<file path="src/rtl/alu_mul_seq.sv">
// Sequential shift-and-add unsigned multiplier that borrows the shared add/sub ALU, one add per cycle.
// Optional build macro ALU_MUL_ZERO_SKIP_EN: a zero operand skips the RUN phase and returns 0 at once.
module alu_mul_seq #(
    parameter int bits = 8
) (
    input  logic                clk,
    input  logic                rst,
    input  logic                req_valid,
    output logic                req_ready,
    input  logic [bits-1:0]     req_a,
    input  logic [bits-1:0]     req_b,
    output logic                resp_valid,
    input  logic                resp_ready,
    output logic [2*bits-1:0]   resp_p,
    output logic [bits-1:0]     alu_ra,
    output logic [bits-1:0]     alu_rb,
    output logic                alu_s,
    input  logic [bits-1:0]     alu_out,
    input  logic                alu_carry
);
    localparam int CW = (bits > 1) ? $clog2(bits) : 1;

    typedef enum logic [1:0] {IDLE, RUN, DONE} state_t;

    // Handshakes: a transfer happens on a rising clk edge where valid and ready are both high;
    // valid never depends on ready, and resp_p is held stable while resp_valid waits for resp_ready.
    state_t          state, state_nxt;
    logic [bits-1:0] mcand, acc_hi, acc_lo;
    logic [CW-1:0]   count;
    logic            accept, last_step, zero_op;

    assign accept    = req_valid && req_ready;
    assign last_step = (count == CW'(bits - 1));

`ifdef ALU_MUL_ZERO_SKIP_EN
    assign zero_op = (req_a == '0) || (req_b == '0);
`else
    assign zero_op = 1'b0;
`endif

    always_ff @(posedge clk) begin
        if (rst) state <= IDLE;
        else     state <= state_nxt;
    end

    always_comb begin
        state_nxt = state;
        case (state)
            IDLE:    if (accept) state_nxt = zero_op ? DONE : RUN;
            RUN:     if (last_step) state_nxt = DONE;
            DONE:    if (resp_ready) state_nxt = IDLE;
            default: state_nxt = IDLE;
        endcase
    end

    always_comb begin
        req_ready  = (state == IDLE);
        resp_valid = (state == DONE);
        resp_p     = (state == DONE) ? {acc_hi, acc_lo} : '0;
        alu_ra     = '0;
        alu_rb     = '0;
        alu_s      = 1'b0;
        if (state == RUN) begin
            alu_ra = acc_hi;
            alu_rb = acc_lo[0] ? mcand : '0;
        end
    end

    // Accumulator shifts right each step; the ALU sum plus carry becomes the new upper half.
    always_ff @(posedge clk) begin
        if (rst) begin
            mcand  <= '0;
            acc_hi <= '0;
            acc_lo <= '0;
            count  <= '0;
        end else if (state == IDLE && accept) begin
            mcand  <= req_a;
            acc_hi <= '0;
            acc_lo <= zero_op ? '0 : req_b;
            count  <= '0;
        end else if (state == RUN) begin
            {acc_hi, acc_lo} <= {alu_carry, alu_out, acc_lo[bits-1:1]};
            count            <= count + 1'b1;
        end
    end
endmodule
</file>
<file path="config.mk">
export PLATFORM = sky130hd
export DESIGN_NAME = alu_mul_seq
export DESIGN_NICKNAME = d
export VERILOG_FILES = /design/src/rtl/alu_mul_seq.sv
export SDC_FILE = /design/constraint.sdc
export NUM_CORES = 1
export LEC_CHECK = 0
export CELL_PAD_IN_SITES_DETAIL_PLACEMENT = 1
export CELL_PAD_IN_SITES_GLOBAL_PLACEMENT = 2
export CORE_ASPECT_RATIO = 0.9
export CORE_MARGIN = 2
export CORE_UTILIZATION = 21
export CTS_CLUSTER_SIZE = 12
export DETAILED_ROUTE_END_ITERATION = 10
export PLACE_DENSITY = 0.79
export SLEW_MARGIN = 20
export SYNTH_ARGS = -nofsm -noshare
export SYNTH_HDL_FRONTEND = slang
export SYNTH_SLANG_ARGS = --single-unit
</file>
<file path="constraint.sdc">
create_clock -name clk -period 1.7 [get_ports clk]
set_clock_uncertainty 0.15 [all_clocks]
set_input_delay 0.425 -clock clk [delete_from_list [all_inputs] [get_ports clk]]
set_output_delay 0.425 -clock clk [all_outputs]
set_load 0.02 [all_outputs]
</file>
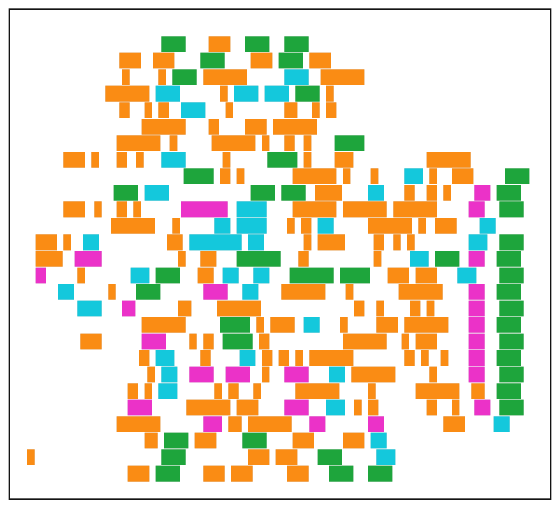
Figure 1: run 1, sizing map.
- orange: drive 1 or less (cells 145)
- cyan: drive 3 to 4 (cells 36)
- green: drive 6 and up (cells 42)
- magenta: drive 2 (cells 24)

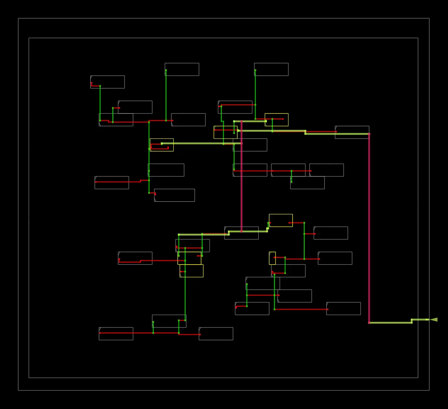
Figure 2: run 1, the clock network.
clkbuf count: 7
Late-Pin Clk Latency: 0.27 ns
CTS buffer count: 5

==> results_slide.txt, run 1 <==
Synthesis and Place & Route Summary

Global route
  – Initial antenna violation count: 0
  – Largest net degree at the start of global routing: 19
  – First-pass GRT wire length: 6440 µm
  – Remaining global-route overflow: 0
  – Gr usage total: 0.120

Place
  – DP Worst Slack: -0.342 ns
  – Port Buffer Count: a little over 60
  – Hpwl dp: 3150 µm
  – Dpl cell area: 0.00222 mm²
  – Placer congestion estimate: 0.738

Clock network
  – Clk buf depth: 2
  – CTS clk-pin slew, worst paths: 0.06 ns
  – Root Buffer: clkbuf_8
  – Postcts setup bufs: 0
  – CTS HTree Levels: 2
  – Cts hold-fix bufs: 0
  – CTS tree: built

Worst setup path
  – Setup crit end kind: primary output
  – Cell family with most CP delay: flip-flops
  – Startpoint Class: register
  – Arrival time of the worst setup path: 1.24 ns
  – Largest stage delay, worst path: around 0.36 ns
  – Peak fanout along the critical path: 8
  – Crit path cell chain: nor2b_4 > buf_6 > and3_1 > buf_6
  – Crit-path slowest cell: dfxtp_4
  – Top cell by count, worst path: buf_6
  – Setup CP Type: register to primary output

Power
  – Leakage power: 1.04 nW
  – Int Pwr: 1.21 mW
  – Seq pwr share: 0.463
  – Clock distribution power: 566 µW
  – Peak VDD IR: between 0.2 and 0.3 mV
  – NetSw: 409 µW
  – Power per cell area: 668 mW/mm²
  – Power share of the clock group: 0.349
  – Top Consumer: sequential cells
  – Comb pwr share: 0.187

Layout
  – Fillcell total: approximately 720
  – Most frequent logic cell in the layout: nand2_1
  – P&R area growth vs syn: 78.0%
  – Layout cells sized above 1: 0.413
  – Nets: 278
  – N_diodes: 0

Timing
  – Final setup fails: 32
  – RSZ-0062 raised after global routing: yes
  – Fin worst setup slack: -0.116 ns
  – Period utilization: 1.07

Worst hold path
  – Hold crit path type: register to register
  – Hold path start: mcand[1]

Routing
  – Vias/cell: about 4.2
  – WL per Instance: 12.9 µm
  – Routed via count: ~1,400
  – DR DRC count: 0
  – Routed wire length: 4320 µm
  – ANT nets after route: 0

Synth
  – YS warnings: 0
  – Cell Area, Synth: 0.00136 mm²
  – Cell type with the largest total area: dfxtp_1
  – And+or+nand+nor area frac: 0.298
  – Post-synthesis cell count: 170
  – Top cells by area: dfxtp_1 43%, and2_1 11%, nand2_1 9.9%, a21oi_1 9.6%, o221a_2 5.8%
  – Synth mux share: 0
  – Synthesized Nets: 201
  – Adder and majority gate portion of the synthesized area: 0.0184
  – Yosys top cell area share: 0.426
  – Post-synthesis area per instance: about 8 µm²
  – Complex Gates by Area: 0.173
  – #FFs+latches synth: 29
  – Seq share, synth: 0.426

Run status
  – Failing checks: negative setup slack
  – Status: complete, but fails checks

Die
  – Die Y: 80.4 µm
  – # IOs: 64
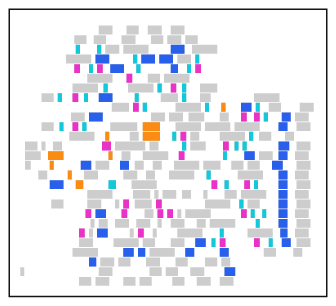
Figure 3: run 1, logic cells by family.
- magenta: inverting AOI/OAI gates (cells 27; most used a21oi_1)
- orange: NOR gates (cells 9; most used nor2_1)
- blue: AND and OR gates (cells 35; most used and2_2)
- cyan: NAND gates (cells 37; most used nand2_1)

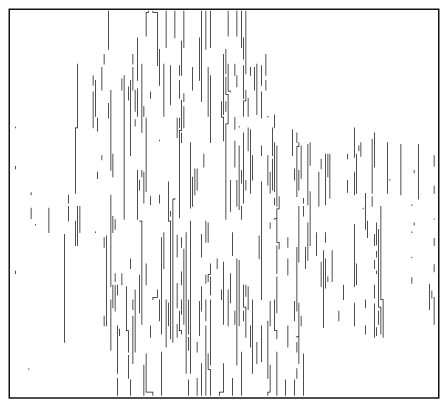
Figure 4: run 1, metal 2.
- wire length on this layer: 1,990 µm
- longest straight run: 31.6 µm

[run 1: worst paths after layout]
path                to  slack (ns)  cells past startpoint
max          alu_rb[7]       -0.12                      4
min           mcand[1]        0.31                      2
max reg2reg  acc_lo[3]        0.10                      3
min reg2reg   mcand[1]        0.31                      2
[run 1: through the flow]
step | hold slack [ns] | util | cells | TNS (ns) | power, mW
floorplan | 0.282 | - | 170 | -0.0131 | 0.899
global placement | 0.291 | 0.359 | 326 | -15.15 | 1.05
detailed placement | 0.295 | 0.359 | 326 | -16.88 | 1.06
CTS | 0.309 | 0.385 | 332 | -3.95 | 1.64
global route | 0.333 | 0.392 | 334 | -4.83 | 1.71
finish | 0.308 | 0.392 | 334 | -2.93 | 1.62
[run 1: cell type report]
class                      instances  area (µm²)  area share
clock buffer                       7        86.3      0.0356
inverter                           9        33.8      0.0139
multi-input combinational        121         779       0.321
sequential                        29         586       0.241
tap                               87         109      0.0449
timing repair buffer              81         831       0.343
[run 1: sequential cells by signal (all words and copies together), names as in the netlist]
name,flops
state,2
mcand,8
acc_hi,8
acc_lo,8
count,3
[run 1: metal layers]
metal	global-route usage	vias to the layer above	routed length [µm]
met1	0.156	639	1970
met4	0.0455	0	64
met3	0.0421	5	288
met2	0.183	38	1990
li1	-	709	-
met5	0	-	0
[run 1: cells in the mapped netlist]
master	n
nand2_1	36
dfxtp_1	29
a21oi_1	26
and2_1	24
inv_1	9
and3_1	8
o221a_2	7
nor2_1	6
buf_2	5
clkbuf_1	3
buf_6	2
ha_1	2
nor2b_1	2
a22oi_1	1
buf_1	1
buf_4	1
conb_1	1
nand2b_1	1
nor3b_2	1
o21a_1	1
o221a_1	1
or2b_1	1
or3b_1	1
xnor2_1	1
--- run 2 (diff from run 1) ---
--- a/config.mk
+++ b/config.mk
@@ -17,3 +17,4 @@
 export SYNTH_ARGS = -nofsm -noshare
 export SYNTH_HDL_FRONTEND = slang
 export SYNTH_SLANG_ARGS = --single-unit
+export TNS_END_PERCENT = 100
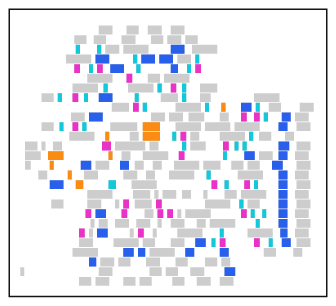
Figure 5: run 2, logic cells by family.
- cyan: NAND gates (cells 37; most used nand2_1)
- magenta: inverting AOI/OAI gates (cells 27; most used a21oi_1)
- blue: AND and OR gates (cells 35; most used and2_2)
- orange: NOR gates (cells 9; most used nor2_1)

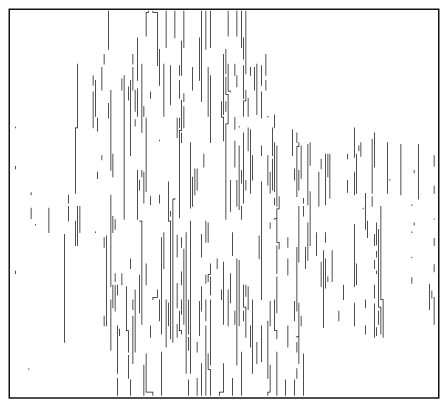
Figure 6: run 2, metal 2.
- longest straight run: 31.6 µm
- main direction: vertical
- share of all routed wire: 46%

==> run 2 against run 1 <==
The run still ends with negative setup slack left. Via count unchanged. Count of clock-buffer cells in the layout did not move. Largest power group unchanged. Combinational power is essentially flat. Critical endpoint unchanged. Largest cell class unchanged. Utilization unchanged. Design area unchanged. Worst hold slack is the same. Global-route usage did not move. Clock power hardly changed. Setup slack is the same. Sequential power barely moved.
==> results_slide.txt, run 2 <==
Synthesis and Place & Route Summary

Layout
  – P&R area growth vs syn: 78.0% (unchanged)
  – Layout cells sized above 1: 0.413 (unchanged)
  – Final Non-Filler Cells: 334 (unchanged)
  – Post-route cell area: 0.00242 mm² (unchanged)
  – Most frequent logic cell in the layout: nand2_1 (unchanged)
  – N_diodes: 0 (unchanged)
  – Biggest regs: acc_hi x8, acc_lo x8, mcand x8 (unchanged)
  – Fin util: 0.392 (unchanged)
  – Nets: 278 (unchanged)

Worst hold path
  – Hold crit path type: register to register (unchanged)
  – Hold Crit Depth: 2 (unchanged)

Die
  – Die Y: 80.4 µm (unchanged)
  – # IOs: 64 (unchanged)
  – Row count: 27 (unchanged)
  – Core ar.: 0.00618 mm² (unchanged)

Clock network
  – CTS clk-pin slew, worst paths: 0.06 ns (about the same)
  – Root Buffer: clkbuf_8 (unchanged)
  – CTS tree: built (unchanged)
  – Cts hold-fix bufs: 0 (unchanged)
  – Clk buf depth: 2 (unchanged)
  – CTS HTree Levels: 2 (unchanged)
  – CTS buffer count: 5 (unchanged)
  – Late-Pin Clk Latency: 0.27 ns (about the same)

Global route
  – Global routing usage on met3: 0.0421 (unchanged)
  – Remaining global-route overflow: 0 (unchanged)
  – GR Util met1: 0.156 (unchanged)
  – Gr usage total: 0.120 (unchanged)
  – Busiest layer in global routing: met2 (unchanged)
  – GRT met2 Usage: 0.183 (unchanged)
  – Initial antenna violation count: 0 (unchanged)
  – First-pass GRT wire length: 6440 µm (unchanged)
  – Largest net degree at the start of global routing: 19 (unchanged)

Power
  – Leakage power: 1.04 nW (unchanged)
  – Seq pwr share: 0.463 (about the same)
  – NetSw: 409 µW (unchanged)
  – Power share of the clock group: 0.349 (about the same)
  – Int Pwr: 1.21 mW (unchanged)
  – Peak VDD IR: 0.252 mV (unchanged)
  – Power per cell area: 668 mW/mm² (unchanged)
  – Comb pwr share: 0.187 (about the same)
  – Total power: 1.62 mW (unchanged)

Routing
  – Wire length on met2: 1990 µm (unchanged)
  – Routed via count: 1,391 (unchanged)
  – DR DRC count: 0 (unchanged)
  – Routed wire length: 4320 µm (unchanged)
  – WL per Instance: 12.9 µm (unchanged)
  – Vias/cell: 4.16 (unchanged)
  – WL met3: 288 µm (unchanged)
  – DR iter-0 viols: 57 (unchanged)
  – ANT nets after route: 0 (unchanged)
  – DR top layer: met4 (unchanged)
  – Met1 Wirelength: 1970 µm (unchanged)

Timing
  – Min Clock Period, post-route: 1.82 ns (unchanged)
  – RSZ-0062 raised after global routing: yes (unchanged)
  – Period utilization: 1.07 (unchanged)
  – Final Hold Viols: 0 (unchanged)
  – Hold slack: 0.308 ns (unchanged)
  – Final setup fails: 32 (unchanged)
  – Setup TNS: -2.93 ns (unchanged)
  – Fin worst setup slack: -0.116 ns (unchanged)

Synth
  – Most frequent cells after synthesis: 36 x nand2_1, 29 x dfxtp_1, 26 x a21oi_1, 24 x and2_1, 9 x inv_1 (unchanged)
  – Post-synthesis area per instance: 8.02 µm² (unchanged)
  – Top cells by area: dfxtp_1 43%, and2_1 11%, nand2_1 9.9%, a21oi_1 9.6%, o221a_2 5.8% (unchanged)
  – YS warnings: 0 (unchanged)
  – Synthesized Nets: 201 (unchanged)
  – Area reported by Yosys stat: 0.00136 mm² (unchanged)
  – #FFs+latches synth: 29 (unchanged)
  – Post-synth ARST share: 0 (unchanged)
  – Post-synthesis cell count: 170 (unchanged)
  – Most common cell in the netlist: nand2_1 (unchanged)
  – Cell Area, Synth: 0.00136 mm² (unchanged)
  – Yosys top cell area share: 0.426 (unchanged)
  – EDFF count, synth: 0 (unchanged)
  – Seq share, synth: 0.426 (unchanged)
  – Cell type with the largest total area: dfxtp_1 (unchanged)
  – Top_reg_cell synth: dfxtp_1 (unchanged)

Worst setup path
  – R2R depth: 3 (unchanged)
  – Peak fanout along the critical path: 8 (unchanged)
  – Setup CP Type: register to primary output (unchanged)
  – Arrival time of the worst setup path: 1.24 ns (about the same)
  – Setup crit end kind: primary output (unchanged)
  – Startpoint Class: register (unchanged)

Run status
  – Failing checks: negative setup slack (unchanged)
  – Status: complete, but fails checks (unchanged)

Place
  – Hpwl dp: 3150 µm (unchanged)
  – Dpl cell area: 0.00222 mm² (unchanged)
  – Placer congestion estimate: 0.738 (unchanged)
  – Dpl cells: 326 (unchanged)
  – Port Buffer Count: 62 (unchanged)
  – DP Worst Slack: -0.342 ns (unchanged)
==> run 2: cell counts in the layout (fill, tap and decap cells not counted) <==
No cell type changed its count.
==> run 2: power by group through the flow <==
stage          Clock [mW]  Sequential (mW)  Combinational (mW)
2_1_floorplan           0            0.759               0.140
3_3_place_gp            0            0.762               0.290
3_5_place_dp            0            0.763               0.294
4_1_cts             0.592            0.751               0.302
5_1_grt             0.618            0.756               0.337
6_report            0.566            0.751               0.304
==> run 2: worst paths after layout <==
kind	from	end	slack, ns
min reg2reg	mcand[1]	mcand[1]	0.31
max reg2reg	state[0]	acc_lo[3]	0.10
max	state[0]	alu_rb[7]	-0.12
min	mcand[1]	mcand[1]	0.31
==> run 2: cells by family (layout without fill, tap and decap cells) <==
family / count (synthesis) / after routing / share of synthesized area
buffers and inverters: 21 / 97 / 0.0762
adder cells (fa/ha/maj): 2 / 2 / 0.0184
AND-OR/OR-AND: 36 / 36 / 0.173
other: 1 / 1 / 0.00275
XOR/XNOR: 1 / 1 / 0.00643
AND/OR/NAND/NOR: 80 / 81 / 0.298
flip-flops: 29 / 29 / 0.426
==> run 2: repair_timing <==
| action | in CTS | in global routing |
|---|---|---|
| cloned | 0 | 1 |
| buffers inserted | 0 | 1 |
| setup endpoints to repair | 41 | 50 |
| resized | 215 | 11 |
| pin swaps | 9 | 4 |
==> run 2: layout make-up <==
type / count / area [µm²]
fillers: 721 / 3760
repair buffers: 81 / 831
multi-input cells: 121 / 779
flip-flops and latches: 29 / 586
well taps: 87 / 109
clock buffers: 7 / 86.3
inverters: 9 / 33.8
==> run 2: worst max-delay path, stage by stage (launching register included) <==
cell     delay (ns)
dfxtp_4        0.36
nor2b_4        0.18
buf_6          0.14
and3_1         0.17
buf_6          0.12
No activity file was given, so power comes from the tool's default toggle rates.
